==> config.mk <==
export PLATFORM = sky130hd
export DESIGN_NAME = serial_rom_reader
export DESIGN_NICKNAME = d
export VERILOG_FILES = /design/src/rtl/serial_rom_pkg.sv /design/src/rtl/serial_rom_deser.sv /design/src/rtl/serial_rom_reader.sv
export SDC_FILE = /design/constraint.sdc
export NUM_CORES = 1
export LEC_CHECK = 0
export CAP_MARGIN = 20
export CORE_MARGIN = 3
export CORE_UTILIZATION = 47
export DETAILED_ROUTE_END_ITERATION = 10
export HOLD_SLACK_MARGIN = 0.06
export PLACE_DENSITY = 0.86
export SYNTH_ARGS = -nofsm -noshare
export SYNTH_HDL_FRONTEND = slang
export SYNTH_HIERARCHICAL = 1
export SYNTH_SLANG_ARGS = --single-unit
==> constraint.sdc <==
create_clock -name clk -period 1.9 [get_ports clk]
set_input_delay 0.19 -clock clk [delete_from_list [all_inputs] [get_ports clk]]
set_output_delay 0.19 -clock clk [all_outputs]
set_load 0.02 [all_outputs]
==> src/rtl/serial_rom_pkg.sv <==
// Shared types and sizing helpers for the serial ROM reader slice.
package serial_rom_pkg;

  typedef enum logic [1:0] {
    IDLE  = 2'd0,
    SEL   = 2'd1,
    SHIFT = 2'd2,
    GAP   = 2'd3
  } state_e;

  localparam int unsigned DEF_ADDR_W = 4;
  localparam int unsigned DEF_WORD_W = 4;

  function automatic int unsigned cnt_w(input int unsigned n);
    return $clog2(n + 1);
  endfunction

endpackage

==> src/rtl/serial_rom_deser.sv <==
// Serial-to-parallel word assembler: shift register, bit counter and output word register.
// Bit order is LSB-first by default; define SERIAL_ROM_MSB_FIRST_EN for MSB-first wire order.
module serial_rom_deser
  import serial_rom_pkg::*;
#(
  parameter int unsigned WORD_W = DEF_WORD_W
) (
  input  logic              clk,
  input  logic              rst_n,
  input  logic              clr,
  input  logic              shift_en,
  input  logic              load,
  input  logic              din,
  output logic              last,
  output logic [WORD_W-1:0] word
);

  localparam int unsigned BW = cnt_w(WORD_W);

  logic [WORD_W-1:0] sr_q, sr_d;
  logic [WORD_W-1:0] word_q, word_d;
  logic [WORD_W-1:0] word_nxt;
  logic [BW-1:0]     bit_cnt_q, bit_cnt_d;

  assign last = (bit_cnt_q == BW'(WORD_W - 1));
  assign word = word_q;

  always_comb begin
`ifdef SERIAL_ROM_MSB_FIRST_EN
    word_nxt    = sr_q << 1;
    word_nxt[0] = din;
`else
    word_nxt           = sr_q >> 1;
    word_nxt[WORD_W-1] = din;
`endif
    sr_d      = sr_q;
    bit_cnt_d = bit_cnt_q;
    word_d    = word_q;
    if (clr) begin
      sr_d      = '0;
      bit_cnt_d = '0;
    end else if (shift_en) begin
      sr_d      = word_nxt;
      bit_cnt_d = last ? '0 : bit_cnt_q + BW'(1);
    end
    // The final sample goes straight into the output word in the same edge.
    if (load) begin
      word_d = word_nxt;
    end
  end

  always_ff @(posedge clk or negedge rst_n) begin
    if (!rst_n) begin
      sr_q      <= '0;
      bit_cnt_q <= '0;
      word_q    <= '0;
    end else begin
      sr_q      <= sr_d;
      bit_cnt_q <= bit_cnt_d;
      word_q    <= word_d;
    end
  end

endmodule

==> src/rtl/serial_rom_reader.sv <==
// Request/response front end for the serial-output ROM: drives select, deserialises one word.
// Bit order is selected by SERIAL_ROM_MSB_FIRST_EN inside serial_rom_deser.
module serial_rom_reader
  import serial_rom_pkg::*;
#(
  parameter int unsigned ADDR_W  = DEF_ADDR_W,
  parameter int unsigned WORD_W  = DEF_WORD_W,
  parameter int unsigned LAT     = 1,
  parameter int unsigned GAP_CYC = 1
) (
  input  logic              clk,
  input  logic              rst_n,
  input  logic              req_valid,
  output logic              req_ready,
  input  logic [ADDR_W-1:0] req_addr,
  output logic [ADDR_W-1:0] mem_addr,
  output logic              mem_cs,
  output logic              mem_start,
  input  logic              mem_data,
  output logic              rsp_valid,
  input  logic              rsp_ready,
  output logic [WORD_W-1:0] rsp_data,
  output logic              busy
);

  localparam int unsigned CW = cnt_w((LAT > GAP_CYC) ? LAT : GAP_CYC);

  state_e            state_q, state_d;
  logic [CW-1:0]     cnt_q, cnt_d;
  logic [ADDR_W-1:0] mem_addr_q, mem_addr_d;
  logic              mem_cs_q, mem_cs_d;
  logic              rsp_valid_q, rsp_valid_d;
  logic              req_ready_q, req_ready_d;
  logic              busy_q, busy_d;
  logic              deser_clr, deser_shift, deser_load, deser_last;

  always_comb begin
    state_d     = state_q;
    cnt_d       = cnt_q;
    mem_addr_d  = mem_addr_q;
    mem_cs_d    = mem_cs_q;
    rsp_valid_d = rsp_valid_q;
    deser_clr   = 1'b0;
    deser_shift = 1'b0;
    deser_load  = 1'b0;
    if (rsp_valid_q && rsp_ready) begin
      rsp_valid_d = 1'b0;
    end
    case (state_q)
      IDLE: begin
        if (req_valid && req_ready_q) begin
          mem_addr_d = req_addr;
          mem_cs_d   = 1'b1;
          cnt_d      = '0;
          deser_clr  = 1'b1;
          state_d    = SEL;
        end
      end
      SEL: begin
        if (cnt_q == CW'(LAT - 1)) begin
          cnt_d   = '0;
          state_d = SHIFT;
        end else begin
          cnt_d = cnt_q + CW'(1);
        end
      end
      SHIFT: begin
        deser_shift = 1'b1;
        if (deser_last) begin
          deser_load  = 1'b1;
          mem_cs_d    = 1'b0;
          rsp_valid_d = 1'b1;
          cnt_d       = '0;
          state_d     = GAP;
        end
      end
      GAP: begin
        if (cnt_q == CW'(GAP_CYC - 1)) begin
          cnt_d   = '0;
          state_d = IDLE;
        end else begin
          cnt_d = cnt_q + CW'(1);
        end
      end
      default: state_d = IDLE;
    endcase
    // Registered ready: the cycle that consumes a response cannot also accept.
    req_ready_d = (state_d == IDLE) && !rsp_valid_d;
    busy_d      = (state_d != IDLE);
  end

  always_ff @(posedge clk or negedge rst_n) begin
    if (!rst_n) begin
      state_q     <= IDLE;
      cnt_q       <= '0;
      mem_addr_q  <= '0;
      mem_cs_q    <= 1'b0;
      rsp_valid_q <= 1'b0;
      req_ready_q <= 1'b0;
      busy_q      <= 1'b0;
    end else begin
      state_q     <= state_d;
      cnt_q       <= cnt_d;
      mem_addr_q  <= mem_addr_d;
      mem_cs_q    <= mem_cs_d;
      rsp_valid_q <= rsp_valid_d;
      req_ready_q <= req_ready_d;
      busy_q      <= busy_d;
    end
  end

  serial_rom_deser #(
    .WORD_W(WORD_W)
  ) u_deser (
    .clk      (clk),
    .rst_n    (rst_n),
    .clr      (deser_clr),
    .shift_en (deser_shift),
    .load     (deser_load),
    .din      (mem_data),
    .last     (deser_last),
    .word     (rsp_data)
  );

  assign req_ready = req_ready_q;
  assign mem_addr  = mem_addr_q;
  assign mem_cs    = mem_cs_q;
  assign mem_start = mem_cs_q;
  assign rsp_valid = rsp_valid_q;
  assign busy      = busy_q;

endmodule
==> images/placement_by_type.png <==
The bar under the picture is 10 microns long. Fill, decap, tap and diode cells in grey.
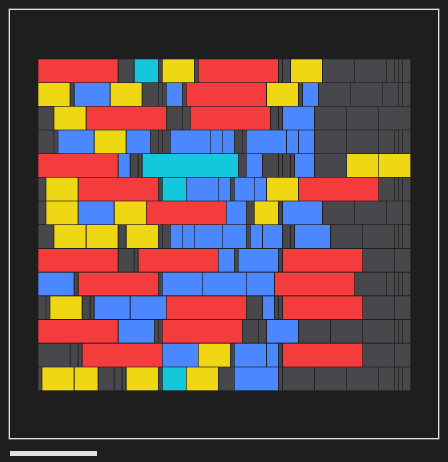
colour	class	cells	share of their area
blue	combinational and other logic	44	31%
cyan	clock drivers and dummy loads	4	4.6%
yellow	remaining buffers and delay cells	23	20%
red	sequential cells	20	44%
Post-Layout Inst Area: 1164 sq um
flop share of the area: 0.4301
Rows: 14
core area: 1629 sq um
post-layout util: 0.7143

==> images/congestion.png <==
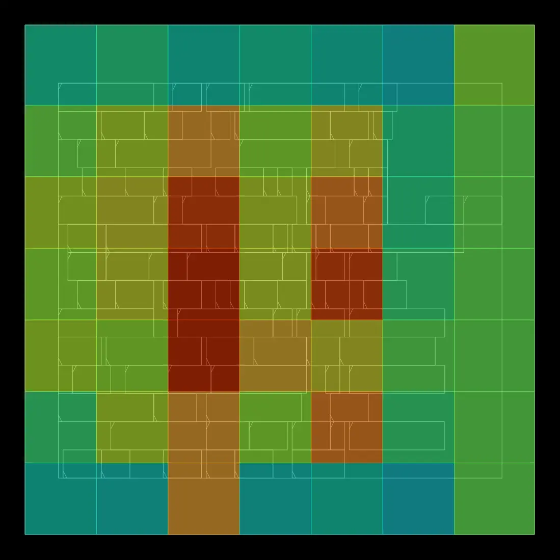
M1 GR Usage: 0.1795
Avg WL per Cell: 14.18 microns
Top Usage Layer GRT: met2
Tot GR Track Use: 0.1518
met3 Use GR: 0.03058

==> images/layer_met1.png <==
Supply wires on this layer in grey.
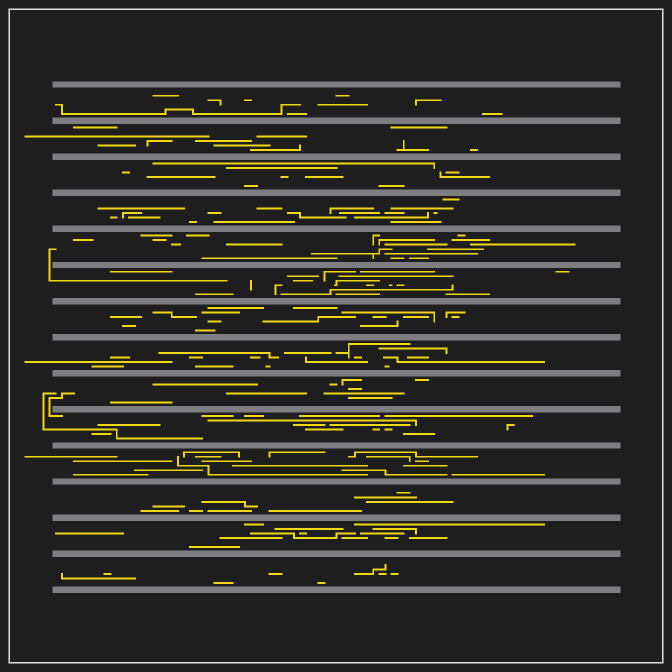
longest straight run	21.2 microns
share of all routed wire	44%
main direction	horizontal
nets with wire on the layer	93
routed via count: 570
drt total wl: 1631 microns

==> images/cell_density.png <==
10 x 10 tiles, from white (low) to dark blue (high), 0 to 100% covered.
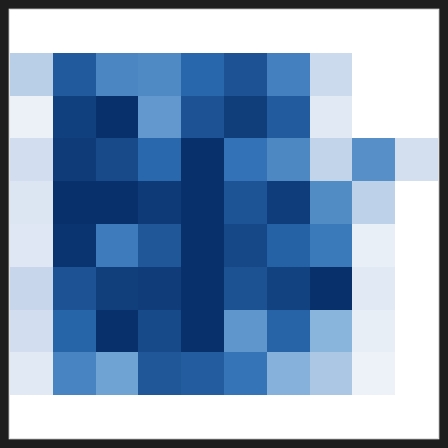
tiles over 75% full	37%
emptiest ninth of the die	upper right
nearly empty tiles	29%
densest ninth of the die	centre
mean over tiles	47%
floorplan utilization: 0.5369

==> impl_metrics.csv <==
group,metric,value,unit
route,wl_met3,97,microns
final_timing,worstMarginPinSlew,0.2391,ns
grt,met2_usage,0.2478,
logic_synthesis,synthAoiAreaFrac,0.09442,
final_layout,seq_area,500.5,sq um
logic_synthesis,flop_cell,"dfrtp_1",
final_layout,comb_share,0.2796,
logic_synthesis,synth-simple-area-share,0.09728,
final_layout,syn_to_final_growth,33.05,%
final_layout,final-clk-cell-share,0.04516,
setup_path,endpoint_kind,"flop",
final_layout,largestClassByArea,"sequential cells",
pwr,seq-power,741,uW
route,ant_nets,0,
grt,grt_pass1_vias,622,
grt,grt_first_pass_wirelength,2746,microns
final_timing,fin_ws,0.3122,ns
pwr,swShare,0.3568,
setup_path,crit_path_end,"u_deser/word[1]",
final_timing,finalClockPeriodUsage,0.8357,
logic_synthesis,synth.area.top_cells,"dfrtp_1 (57%), mux2_2 (7.7%), ha_1 (4.3%)",
setup_path,reg2reg_depth,5,
final_timing,min_period,1.588,ns
place,placed_area,1111,sq um
logic_synthesis,synth_cell_types,24,
place,post-dp-hpwl,1234,microns
die,die_w,49.14,microns
pwr,powerComb,983,uW
final_timing,hold_viol,0,
final_layout,nMultiInputCombCells,36,
run_status,status,"complete, no violations",
grt,antenna_found_initial,0,
logic_synthesis,edf_count,0,
route,wl_met1,722,microns
final_timing,rsz0062_at_grt,"false",
grt,grt_overflow_total,0,
final_layout,final_common_cell,"clkdlybuf4s50_1",
clock_network,hold_buffers,0,
setup_path,cpPeakStageDelay,0.43,ns
logic_synthesis,ys_seq_frac,0.5722,
pwr,combinationalPowerShare,0.474,
die,ios,22,
logic_synthesis,synth_area_per_cell,13.25,sq um
clock_network,clkSlewWorstSetupHoldPaths,0.12,ns
clock_network,cts_inserted_buffers,3,
setup_path,critPathBufInv,1,
final_layout,bufAreaShareNonClock,0.1935,
logic_synthesis,async_flop_share,1.000,
final_layout,stdcell_count,115,
logic_synthesis,top_logic_kind,"multiplexers",
pwr,leakage,0.0005318,uW
pwr,pwr-share-clk,0.168,
pwr,switchingPower,739.9,uW
final_layout,seq_cells,20,
final_timing,tns,0,ns
setup_path,critPathTopFamily,"flip-flops",
setup_path,worstReg2RegStart,"u_deser/bit_cnt_q[1]",
final_layout,layout-drive-gt1-share,0.2198,
Power figures rest on the tool's default switching activity, not on a simulated workload.
